$ cat src/rtl/pkt_eject_port.sv
// Eject port: buffers packets addressed to NODE_ID for the local core, counts misroutes and deliveries.
// Latency: one cycle from accept to core_valid; head payload is read straight from storage.
// Backpressure: pkt_in_ready drops when the buffer is full, or while in reset; a same-cycle pop does not reopen it.
module pkt_eject_port #(
    parameter int NUM_PROC = 4,
    parameter int NODE_ID  = 0,
    parameter int DEPTH    = 4,
    parameter int ADDR_W   = 48,
    localparam int ID_W    = $clog2(NUM_PROC),
    localparam int CNT_W   = $clog2(DEPTH) + 1
) (
    input  logic              clk,
    input  logic              rst,
    input  logic              pkt_in_valid,
    input  logic [ID_W-1:0]   pkt_in_src,
    input  logic [ID_W-1:0]   pkt_in_dest,
    input  logic [ADDR_W-1:0] pkt_in_addr,
    output logic              pkt_in_ready,
    output logic              core_valid,
    output logic [ID_W-1:0]   core_src,
    output logic [ADDR_W-1:0] core_addr,
    input  logic              core_ready,
    output logic [CNT_W-1:0]  occupancy,
    output logic [15:0]       misroute_cnt,
    output logic [31:0]       delivered_cnt
);
    localparam int PTR_W = $clog2(DEPTH);

    typedef struct packed {
        logic [ID_W-1:0]   src;
        logic [ADDR_W-1:0] addr;
    } entry_t;

    entry_t           mem [DEPTH];
    logic [PTR_W-1:0] wr_ptr;
    logic [PTR_W-1:0] rd_ptr;
    logic [CNT_W-1:0] occ;
    logic             accept;
    logic             dest_match;
    logic             store;
    logic             misroute;
    logic             pop;

    assign occupancy    = occ;
    assign pkt_in_ready = (occ != CNT_W'(DEPTH)) && !rst;
    assign core_valid   = (occ != '0) && !rst;

    assign accept     = pkt_in_valid && pkt_in_ready;
    assign dest_match = (pkt_in_dest == ID_W'(NODE_ID));
    assign store      = accept && dest_match;
    assign misroute   = accept && !dest_match;
    assign pop        = core_valid && core_ready;

    // Payload is forced to zero whenever there is no valid head so idle outputs are deterministic.
    always_comb begin
        core_src  = '0;
        core_addr = '0;
        if (core_valid) begin
            core_src  = mem[rd_ptr].src;
            core_addr = mem[rd_ptr].addr;
        end
    end

    always_ff @(posedge clk) begin
        if (rst) begin
            wr_ptr        <= '0;
            rd_ptr        <= '0;
            occ           <= '0;
            misroute_cnt  <= '0;
            delivered_cnt <= '0;
        end else begin
            if (store) begin
                wr_ptr <= wr_ptr + 1'b1;
            end
            if (pop) begin
                rd_ptr        <= rd_ptr + 1'b1;
                delivered_cnt <= delivered_cnt + 32'd1;
            end
            case ({store, pop})
                2'b10:   occ <= occ + 1'b1;
                2'b01:   occ <= occ - 1'b1;
                default: occ <= occ;
            endcase
            if (misroute && (misroute_cnt != 16'hFFFF)) begin
                misroute_cnt <= misroute_cnt + 16'd1;
            end
        end
    end

    // Storage needs no reset: entries are only observable through occ, which is reset.
    always_ff @(posedge clk) begin
        if (store) begin
            mem[wr_ptr] <= '{src: pkt_in_src, addr: pkt_in_addr};
        end
    end
endmodule
$ cat config.mk
export PLATFORM = sky130hd
export DESIGN_NAME = pkt_eject_port
export DESIGN_NICKNAME = d
export VERILOG_FILES = /design/src/rtl/pkt_eject_port.sv
export SDC_FILE = /design/constraint.sdc
export NUM_CORES = 1
export LEC_CHECK = 0
export CORE_MARGIN = 8
export CORE_UTILIZATION = 54
export CTS_CLUSTER_DIAMETER = 80
export CTS_CLUSTER_SIZE = 30
export DETAILED_ROUTE_END_ITERATION = 16
export MAX_ROUTING_LAYER = met4
export PLACE_DENSITY = 0.77
export RECOVER_POWER = 25
export SLEW_MARGIN = 25
export SYNTH_ARGS = -nofsm -noshare
export SYNTH_HDL_FRONTEND = slang
export SYNTH_SLANG_ARGS = --single-unit
$ cat constraint.sdc
create_clock -name clk -period 3.8 [get_ports clk]
set_input_delay 0.76 -clock clk [delete_from_list [all_inputs] [get_ports clk]]
set_output_delay 0.76 -clock clk [all_outputs]
set_load 0.01 [all_outputs]
Cells coloured by class:
Bar = 50 um.
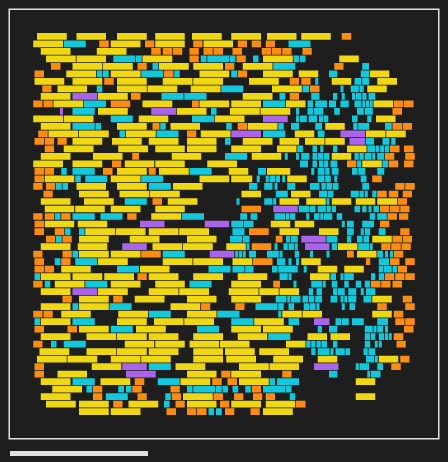
| colour | class | cells | share of their area |
|---|---|---|---|
| cyan | remaining logic cells | 360 | 25% |
| orange | remaining buffers and delay cells | 171 | 14% |
| purple | clock drivers and dummy loads | 19 | 3.6% |
| yellow | registers | 257 | 57% |

Wiring by layer:
Bar = 50 um. Only two layers are drawn.
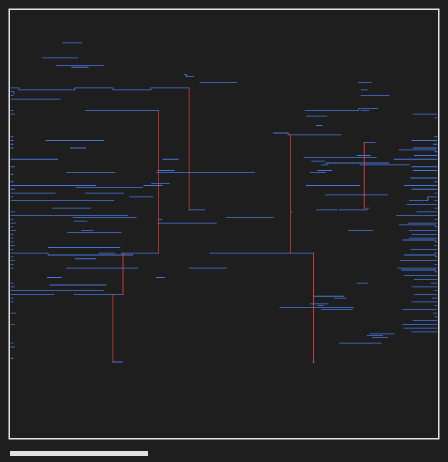
| colour | layer | wire length |
|---|---|---|
| red | M4 | 243 um |
| blue | M3 | 1620 um |
routed vias: 6316
Routed WL per cell: 21.20 um
final WL: 22810 um

==> impl_metrics.env <==
# source this file to load flow results
export IMPL_nFillCells=1336
export IMPL_num_rows=51
export IMPL_mostFrequentLayoutCell="edfxtp_1"
export IMPL_cpMaxStageDelayCell="or3_2"
export IMPL_tap_cells=265
export IMPL_viasPerCell=5.870
export IMPL_ys_types=48
export IMPL_synth_warnings=0
export IMPL_final_nonclk_buf_share_pct=13.64
export IMPL_critPathCapture="core_addr[33]"
export IMPL_layout_comb_gates_multi_input=347
export IMPL_p_sw_uw=987.1
export IMPL_chipArea_um2=24040
export IMPL_cts_tree="built"
export IMPL_power_density_nw_per_um2=387.2
export IMPL_hold_viol=0
export IMPL_hpwl_um=14700
export IMPL_adder_share_pct=1.031
export IMPL_ys_seq_elements=257
export IMPL_clockPowerShare_pct=34.2
export IMPL_nFlopsAndLatches=257
export IMPL_hp_start="misroute_cnt[15]$_SDFFE_PP0P_"
export IMPL_fin_cells=1076
export IMPL_floorplan_nets=722
export IMPL_cts_root_buffer="clkbuf_16"
export IMPL_antenna_found_initial=4
export IMPL_dr_pass1_iters=4
export IMPL_period_minus_slack_ps=3465
export IMPL_final_cell_mix="200 x edfxtp_1, 119 x clkdlybuf4s50_1, 55 x and3_1, 55 x dfxtp_1, 50 x mux4_2"
export IMPL_grt_pass1_wl_um=35610
export IMPL_cpPeakStageDelay_ps=740
export IMPL_drt_iter0_drc=464
export IMPL_place_ws_ps=540.4
export IMPL_crit_required_ps=3040
export IMPL_max_cap_violations=0
export IMPL_grt_max_degree=61
export IMPL_flop_cell="edfxtp_1"
export IMPL_cts_made_buffers=13
export IMPL_regToRegStartpoint="occupancy[0]$_SDFFE_PP0P_"
export IMPL_worstReg2RegEnd="occupancy[2]$_SDFFE_PP0P_"
export IMPL_path_depth=4
export IMPL_htreeDepth=1
export IMPL_warnings=29
export IMPL_final_area_um2=12820
export IMPL_clock_latency_ps=470
export IMPL_grt_overflow=0
export IMPL_p_comb_share_pct=4.5
export IMPL_fin_ws_ps=335.2
export IMPL_async_flop_share_pct=0
export IMPL_setup_tns_ps=0
export IMPL_cp_buffers_inverters=2
export IMPL_ir_drop_v=0.0003769
export IMPL_swShare_pct=19.88
export IMPL_antennaDiodeCount=4
export IMPL_n_all_inverters=13
export IMPL_drc=0
export IMPL_ys_cells=658
export IMPL_area_delta_synth_final_pct=22.78
export IMPL_hp_class="register to register"
export IMPL_ys_chip_area_um2=10440
export IMPL_n_all_buffers=171
export IMPL_tightestPinTransition_ps=845.0
export IMPL_cts_resized=0
export IMPL_ys_sh_simple_pct=11.91
export IMPL_top_level_ports=159
export IMPL_worstSetupStartpointType="register"
export IMPL_postSynthCellCount=658
export IMPL_fp_util_pct=54.36
export IMPL_setup_viol=0
export IMPL_edf_count=200
export IMPL_logic_family="multiplexers"
export IMPL_seqPwrFrac_pct=61.3
export IMPL_outcome="completed"
export IMPL_cts_setup_buffers=0
export IMPL_fp_coreArea_um2=19210
export IMPL_gr_usage_all_layers_pct=19.21
export IMPL_cp_arrival_ps=2700
Sequential cells coloured by netlist name:
Bar = 50 um. Other sequential cells in the stronger grey, the rest of the logic in the fainter grey.
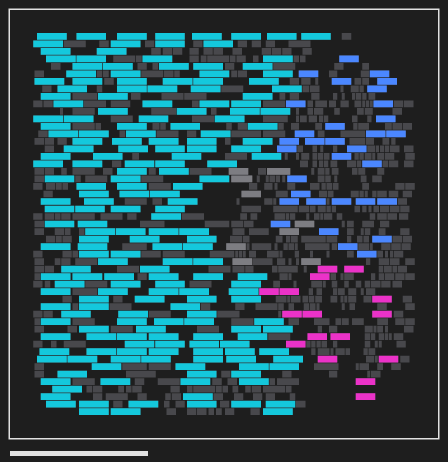
| colour | name in the netlist | flops |
|---|---|---|
| blue | `delivered_cnt` | 32 |
| cyan | `mem` | 200 |
| magenta | `misroute_cnt` | 16 |
not coloured: 9
Final Core Density: 66.74%
Reg area: 7152 um^2
flop share of the area: 55.79%

==> logic make-up after synthesis <==
kind of cell / Yosys count
flip-flops: 257
AND/OR/NAND/NOR: 210
multiplexers: 67
buffers and inverters: 54
AND-OR/OR-AND: 50
XOR/XNOR: 12
adder cells (fa/ha/maj): 8
==> routing by layer <==
metal  share of wire [%]  up-vias  track usage [%]
met5                   0        -                -
met4                 1.1        0            2.706
met3                 7.1       18            3.412
met2                  48      249            30.76
met1                  44     3163            26.07
li1                    -     2886                -
==> Yosys cell counts (2+ instances only) <==
cell type,instances,area share [%]
o211ai_1,2,0.14
o31ai_1,12,0.86
mux2_2,8,0.86
o311ai_0,4,0.34
xnor2_1,5,0.42
dfxtp_1,57,11
o41ai_1,3,0.25
or3_1,9,0.54
nor3_1,2,0.096
clkbuf_1,32,1.2
and2_1,6,0.36
edfxtp_1,200,58
buf_2,7,0.34
nor4b_1,2,0.17
nor4_1,9,0.54
a21oi_1,20,0.96
or4_2,3,0.25
o21ai_0,9,0.43
or2_2,2,0.12
and4_1,5,0.42
xor2_1,7,0.59
nand3_1,15,0.72
nand4_1,16,0.96
mux4_2,50,11
and3_1,55,3.3
ha_1,7,0.84
nand2_1,26,0.93
nor4_2,2,0.24
nor2_1,27,0.97
or4_1,12,0.86
inv_1,13,0.47
mux2i_1,8,0.77
nor2b_1,8,0.48
==> registers in the layout (all words and copies together), names as in the netlist, named ones only <==
register	flops
delivered_cnt	32
misroute_cnt	16
mem	200
rd_ptr	2
wr_ptr	2
occupancy	3
==> power by group through the flow <==
stage	registers, uW	logic, uW	clock network (uW)
global placement	3110	223	0
floorplan	3110	93.4	0
CTS	3050	234	1740
detailed placement	3110	233	0
global route	3050	242	1830
finish	3050	224	1700
Power is estimated from default activity; no workload was simulated.
